File: src/rtl/cells_commit_if.sv
// Bus between the frame-commit engine and its surroundings: start/stall control,
// the next-state RAM read port, the VRAM and RAM write ports, and status.
interface cells_commit_if #(
    parameter int ADDR_WIDTH = 19,
    parameter int DATA_WIDTH = 2
);
    logic                  start_i;
    logic                  stall_i;
    logic [ADDR_WIDTH-1:0] ram_rd_address_o;
    logic [DATA_WIDTH-1:0] ram_rd_data_i;
    logic [ADDR_WIDTH-1:0] vram_wr_address_o;
    logic [DATA_WIDTH-1:0] vram_wr_data_o;
    logic                  vram_wr_en_o;
    logic [ADDR_WIDTH-1:0] ram_wr_address_o;
    logic [DATA_WIDTH-1:0] ram_wr_data_o;
    logic                  ram_wr_en_o;
    logic                  busy_o;
    logic                  done_o;
    logic [ADDR_WIDTH:0]   sand_count_o;
    logic [ADDR_WIDTH:0]   water_count_o;

    // The commit engine drives the memory ports and status.
    modport master (
        input  start_i, stall_i, ram_rd_data_i,
        output ram_rd_address_o,
        output vram_wr_address_o, vram_wr_data_o, vram_wr_en_o,
        output ram_wr_address_o, ram_wr_data_o, ram_wr_en_o,
        output busy_o, done_o, sand_count_o, water_count_o
    );

    // Controller plus memories on the other side.
    modport slave (
        output start_i, stall_i, ram_rd_data_i,
        input  ram_rd_address_o,
        input  vram_wr_address_o, vram_wr_data_o, vram_wr_en_o,
        input  ram_wr_address_o, ram_wr_data_o, ram_wr_en_o,
        input  busy_o, done_o, sand_count_o, water_count_o
    );
endinterface

File: src/rtl/cells_commit.sv
// Frame-commit engine: streams the next-state RAM into VRAM one cell per cycle,
// clears each RAM cell behind the read, and counts sand/water cells on the way.
module cells_commit #(
    parameter int COLUMNS    = 640,
    parameter int ROWS       = 480,
    parameter int ADDR_WIDTH = $clog2(COLUMNS*ROWS),
    parameter int DATA_WIDTH = 2
) (
    input logic           clk_i,
    input logic           reset_i,
    cells_commit_if.master bus
);
    localparam int N  = COLUMNS * ROWS;
    localparam int CW = ADDR_WIDTH + 1;
    localparam logic [ADDR_WIDTH-1:0] LAST_ADDR  = ADDR_WIDTH'(N - 1);
    localparam logic [DATA_WIDTH-1:0] CELL_SAND  = DATA_WIDTH'(1);
    localparam logic [DATA_WIDTH-1:0] CELL_WATER = DATA_WIDTH'(2);

    typedef enum logic [1:0] {
        S_IDLE,
        S_SCAN,
        S_DRAIN,
        S_DONE
    } state_t;

    state_t                r_state,      w_state_nxt;
    logic [ADDR_WIDTH-1:0] r_rd_addr,    w_rd_addr_nxt;
    logic                  r_pend_valid, w_pend_valid_nxt;
    logic [ADDR_WIDTH-1:0] r_pend_addr,  w_pend_addr_nxt;
    logic [CW-1:0]         r_sand,       w_sand_nxt;
    logic [CW-1:0]         r_water,      w_water_nxt;
    logic                  w_issue;

    // NOTE: every value assigned here gets a default first, so no path leaves a
    // variable unassigned and no latch is inferred.
    always_comb begin
        w_state_nxt      = r_state;
        w_rd_addr_nxt    = r_rd_addr;
        w_pend_valid_nxt = 1'b0;
        w_pend_addr_nxt  = '0;
        w_sand_nxt       = r_sand;
        w_water_nxt      = r_water;
        w_issue          = 1'b0;

        // Completion stage: the read issued last cycle returns now, in any state.
        if (r_pend_valid) begin
            if (bus.ram_rd_data_i == CELL_SAND)  w_sand_nxt  = r_sand  + CW'(1);
            if (bus.ram_rd_data_i == CELL_WATER) w_water_nxt = r_water + CW'(1);
        end

        unique case (r_state)
            S_IDLE: begin
                if (bus.start_i) begin
                    w_state_nxt   = S_SCAN;
                    w_rd_addr_nxt = '0;
                    w_sand_nxt    = '0;
                    w_water_nxt   = '0;
                end
            end
            S_SCAN: begin
                if (!bus.stall_i) begin
                    w_issue          = 1'b1;
                    w_pend_valid_nxt = 1'b1;
                    w_pend_addr_nxt  = r_rd_addr;
                    if (r_rd_addr == LAST_ADDR) begin
                        w_state_nxt   = S_DRAIN;
                        w_rd_addr_nxt = '0;
                    end else begin
                        w_rd_addr_nxt = r_rd_addr + ADDR_WIDTH'(1);
                    end
                end
            end
            S_DRAIN: w_state_nxt = S_DONE;
            S_DONE:  w_state_nxt = S_IDLE;
            default: w_state_nxt = S_IDLE;
        endcase
    end

    // NOTE: state registers use non-blocking assignments so every flop samples
    // the pre-edge values. Only control state is reset; the RAM and VRAM contents
    // live outside and are simply re-committed by the next pass.
    always_ff @(posedge clk_i or posedge reset_i) begin
        if (reset_i) begin
            r_state      <= S_IDLE;
            r_rd_addr    <= '0;
            r_pend_valid <= 1'b0;
            r_pend_addr  <= '0;
            r_sand       <= '0;
            r_water      <= '0;
        end else begin
            r_state      <= w_state_nxt;
            r_rd_addr    <= w_rd_addr_nxt;
            r_pend_valid <= w_pend_valid_nxt;
            r_pend_addr  <= w_pend_addr_nxt;
            r_sand       <= w_sand_nxt;
            r_water      <= w_water_nxt;
        end
    end

    // Addresses and data are forced to zero whenever their strobe is idle.
    assign bus.ram_rd_address_o  = w_issue ? r_rd_addr : '0;

    assign bus.vram_wr_en_o      = r_pend_valid;
    assign bus.vram_wr_address_o = r_pend_valid ? r_pend_addr : '0;
    assign bus.vram_wr_data_o    = r_pend_valid ? bus.ram_rd_data_i : '0;

    assign bus.ram_wr_en_o       = r_pend_valid;
    assign bus.ram_wr_address_o  = r_pend_valid ? r_pend_addr : '0;
    assign bus.ram_wr_data_o     = '0;

    assign bus.busy_o            = (r_state == S_SCAN) || (r_state == S_DRAIN);
    assign bus.done_o            = (r_state == S_DONE);
    assign bus.sand_count_o      = r_sand;
    assign bus.water_count_o     = r_water;

    // A pending write can only exist while the pass is running.
    a_write_in_pass: assert property (@(posedge clk_i) disable iff (reset_i)
        r_pend_valid |-> (r_state == S_SCAN || r_state == S_DRAIN));

    a_done_pulse: assert property (@(posedge clk_i) disable iff (reset_i)
        bus.done_o |=> !bus.done_o);

endmodule

File: src/flat_wrapper.sv
// flat-port wrapper written by rule: the top's interface ports become plain ports
module cells_commit_flat 
#(
    parameter int COLUMNS    = 640,
    parameter int ROWS       = 480,
    parameter int ADDR_WIDTH = $clog2(COLUMNS*ROWS),
    parameter int DATA_WIDTH = 2
)
  (clk_i, reset_i, bus_start_i, bus_stall_i, bus_ram_rd_data_i, bus_ram_rd_address_o, bus_vram_wr_address_o, bus_vram_wr_data_o, bus_vram_wr_en_o, bus_ram_wr_address_o, bus_ram_wr_data_o, bus_ram_wr_en_o, bus_busy_o, bus_done_o, bus_sand_count_o, bus_water_count_o);
  cells_commit_if #(.ADDR_WIDTH(ADDR_WIDTH), .DATA_WIDTH(DATA_WIDTH)) bus_i ();
  input logic clk_i;
  input logic reset_i;
  input wire logic [$bits(bus_i.start_i)-1:0] bus_start_i;
  input wire logic [$bits(bus_i.stall_i)-1:0] bus_stall_i;
  input wire logic [$bits(bus_i.ram_rd_data_i)-1:0] bus_ram_rd_data_i;
  output wire logic [$bits(bus_i.ram_rd_address_o)-1:0] bus_ram_rd_address_o;
  output wire logic [$bits(bus_i.vram_wr_address_o)-1:0] bus_vram_wr_address_o;
  output wire logic [$bits(bus_i.vram_wr_data_o)-1:0] bus_vram_wr_data_o;
  output wire logic [$bits(bus_i.vram_wr_en_o)-1:0] bus_vram_wr_en_o;
  output wire logic [$bits(bus_i.ram_wr_address_o)-1:0] bus_ram_wr_address_o;
  output wire logic [$bits(bus_i.ram_wr_data_o)-1:0] bus_ram_wr_data_o;
  output wire logic [$bits(bus_i.ram_wr_en_o)-1:0] bus_ram_wr_en_o;
  output wire logic [$bits(bus_i.busy_o)-1:0] bus_busy_o;
  output wire logic [$bits(bus_i.done_o)-1:0] bus_done_o;
  output wire logic [$bits(bus_i.sand_count_o)-1:0] bus_sand_count_o;
  output wire logic [$bits(bus_i.water_count_o)-1:0] bus_water_count_o;
  assign bus_i.start_i = bus_start_i;
  assign bus_i.stall_i = bus_stall_i;
  assign bus_i.ram_rd_data_i = bus_ram_rd_data_i;
  assign bus_ram_rd_address_o = bus_i.ram_rd_address_o;
  assign bus_vram_wr_address_o = bus_i.vram_wr_address_o;
  assign bus_vram_wr_data_o = bus_i.vram_wr_data_o;
  assign bus_vram_wr_en_o = bus_i.vram_wr_en_o;
  assign bus_ram_wr_address_o = bus_i.ram_wr_address_o;
  assign bus_ram_wr_data_o = bus_i.ram_wr_data_o;
  assign bus_ram_wr_en_o = bus_i.ram_wr_en_o;
  assign bus_busy_o = bus_i.busy_o;
  assign bus_done_o = bus_i.done_o;
  assign bus_sand_count_o = bus_i.sand_count_o;
  assign bus_water_count_o = bus_i.water_count_o;
  cells_commit #(.COLUMNS(COLUMNS), .ROWS(ROWS), .ADDR_WIDTH(ADDR_WIDTH), .DATA_WIDTH(DATA_WIDTH)) u_core (.clk_i(clk_i), .reset_i(reset_i), .bus(bus_i));
endmodule
File: config.mk
export PLATFORM = sky130hd
export DESIGN_NAME = cells_commit_flat
export DESIGN_NICKNAME = d
export VERILOG_FILES = /design/src/rtl/cells_commit_if.sv /design/src/rtl/cells_commit.sv /design/src/flat_wrapper.sv
export SDC_FILE = /design/constraint.sdc
export NUM_CORES = 1
export LEC_CHECK = 0
export CORE_ASPECT_RATIO = 0.8
export CORE_UTILIZATION = 47
export CTS_BUF_LIST = sky130_fd_sc_hd__clkbuf_2 sky130_fd_sc_hd__clkbuf_4 sky130_fd_sc_hd__clkbuf_8
export CTS_CLUSTER_SIZE = 25
export DETAILED_ROUTE_END_ITERATION = 6
export HOLD_SLACK_MARGIN = 0.12
export PLACE_DENSITY = 0.85
export SLEW_MARGIN = 15
export SYNTH_ARGS = -nofsm -noshare
export SYNTH_HDL_FRONTEND = slang
export SYNTH_SLANG_ARGS = --single-unit
File: constraint.sdc
create_clock -name clk_i -period 3.33 [get_ports clk_i]
set_input_delay 0.666 -clock clk_i [delete_from_list [all_inputs] [get_ports clk_i]]
set_output_delay 0.666 -clock clk_i [all_outputs]
set_load 0.03 [all_outputs]
Figure 1. Placed standard cells.
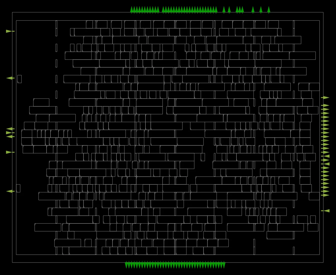
FF+latch count: 81
Tapcell Cnt: 112

Figure 2. Metal 3.
Scale bar: 20 um.
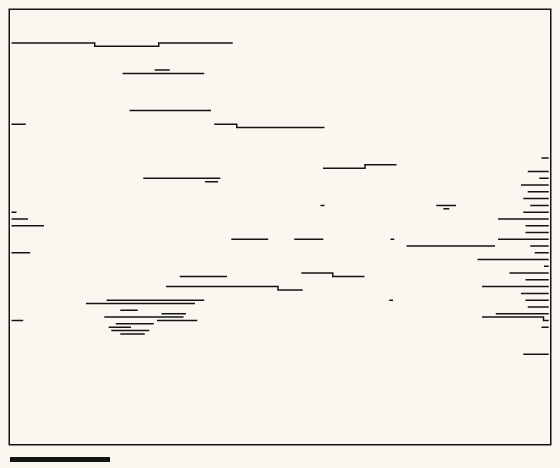
- wire length on this layer: 482 um
- nets with wire on the layer: 50
- share of all routed wire: 5.1%
- main direction: horizontal
WL final: 9540 um
via count: 3380
grt met3 use: 5.31%

Figure 3. Cell area per tile.
11 x 9 tiles, from black (low) to pale yellow (high), 0 to 100% covered.
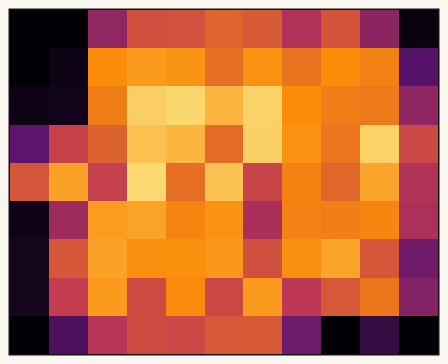
- emptiest ninth of the die: top left
- fullest tile: 92%
- tiles over 75% full: 28%
- nearly empty tiles: 6.1%
- mean over tiles: 56%
floorplan core density: 49.4%
Core Area: 8630 um2
Layout Utilization: 62.8%

Figure 4. Port wiring.
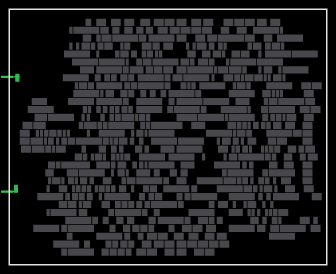
- green: `bus_ram_wr_data_o` (direction output; edge left; end cells 2; buffers 0; wire 5.60 um)
Port Buffers: 108
I/O Pins: 111

==> impl_metrics.ini <==
; generated from flow reports
[global_route]
grt_busiest_layer = met2
grtUsageTotal_pct = 21.6
antenna_found_initial = 0
grt_max_degree = 41
grt_use_met1_pct = 28.3
grt_use_met2_pct = 36.4

[pwr]
peakVddDrop_mv = 0.583
power_density_nw_per_um2 = 451
power_frac_seq_pct = 45.5
p_sw_uw = 846

[layout]
drive_gt1_share_pct = 8.38
syn_to_final_growth_pct = 27.2

[yosys]
syn_inst = 451
synth_warnings = 0
synth-edff-count = 0
ys_seq_share_pct = 47.5
synth_flops = 81
top_cells_by_area = dfrtp_1 (48%), and2_1 (9.2%), nor2_1 (4.6%)
top_cell = dfrtp_1
synth_cell_types = 43

[place]
dpl.hpwl_um = 6970
gp_congestion = 0.825
placedCellCount = 634

[worst_setup_path]
start_kind = flip-flop
cp_num_cells = 6
path_common_cell = buf_4
cp-end-kind = output port
path_delay_family = buffers and inverters
critPathMaxStageDelay_ns = 0.42

[clocking]
cts_hold_buf = 0
cts_buffers = 9
post_cts_buffers = 0
cts_tree = built

[status]
status = completed

[detailed_routing]
viasPerCell = 5.21
wire_per_inst_um = 14.7
met3WireLength_um = 481

[timing]
fmax_mhz = 367
rsz0062_at_grt = false
hold_viol_final = 0

[run]
maxCapViolCount = 0

[floorplan]
die_h_um = 87.2
die_x_um = 108
-- cells by family (layout without fill, tap and decap cells) --
group	after synthesis	in the layout	synth area share (%)
adder cells (fa/ha/maj)	7	7	2.05
other	1	2	0.0879
flip-flops	81	81	47.5
buffers and inverters	52	137	6.69
multiplexers	3	3	0.822
AND-OR/OR-AND	34	34	5.40
AND/OR/NAND/NOR	234	234	29.4
XOR/XNOR	39	39	8.01
-- through the flow --
step	hold WS [ns]	total power [mW]	setup slack (ns)
after floorplan	0.492	1.59	0.584
after global placement	0.529	1.77	0.709
after detailed placement	0.543	1.79	0.704
after CTS	0.559	2.48	0.549
after global routing	0.591	2.61	0.368
final	0.561	2.45	0.605
-- path summary, 6_finish.rpt --
path / startpoint / to / slack [ns]
max: u_core.r_state[1] / bus_ram_rd_address_o[5] / 0.60
min: u_core.bus.sand_count_o[19] / u_core.bus.sand_count_o[19] / 0.56
max reg2reg: u_core.r_state[1] / u_core.r_rd_addr[2] / 0.85
min reg2reg: u_core.bus.sand_count_o[19] / u_core.bus.sand_count_o[19] / 0.56
max in group asynchronous: reset_i / u_core.r_pend_addr[14] / 1.93
min in group asynchronous: reset_i / u_core.bus.sand_count_o[3] / 0.72
-- final cells by class --
type                            instances  area [um2]  share of cell area (%)
Inverter                                9        35.0                   0.646
Clock buffer                            9         124                    2.28
Timing Repair Buffer                  113        1080                    20.0
Sequential cell                        81        2030                    37.4
Multi-Input combinational cell        319        1960                    36.0
Clock inverter                          6        60.1                    1.11
Tap cell                              112         140                    2.58
-- power by group through the flow --
stage                     clock (mW)  sequential, mW  combinational [mW]
after floorplan                    0            1.13               0.463
after global placement             0            1.13               0.644
after detailed placement           0            1.13               0.660
after CTS                      0.701            1.11               0.666
after global routing           0.746            1.13               0.732
final                          0.677            1.11               0.656
Power is estimated from default activity; no workload was simulated.
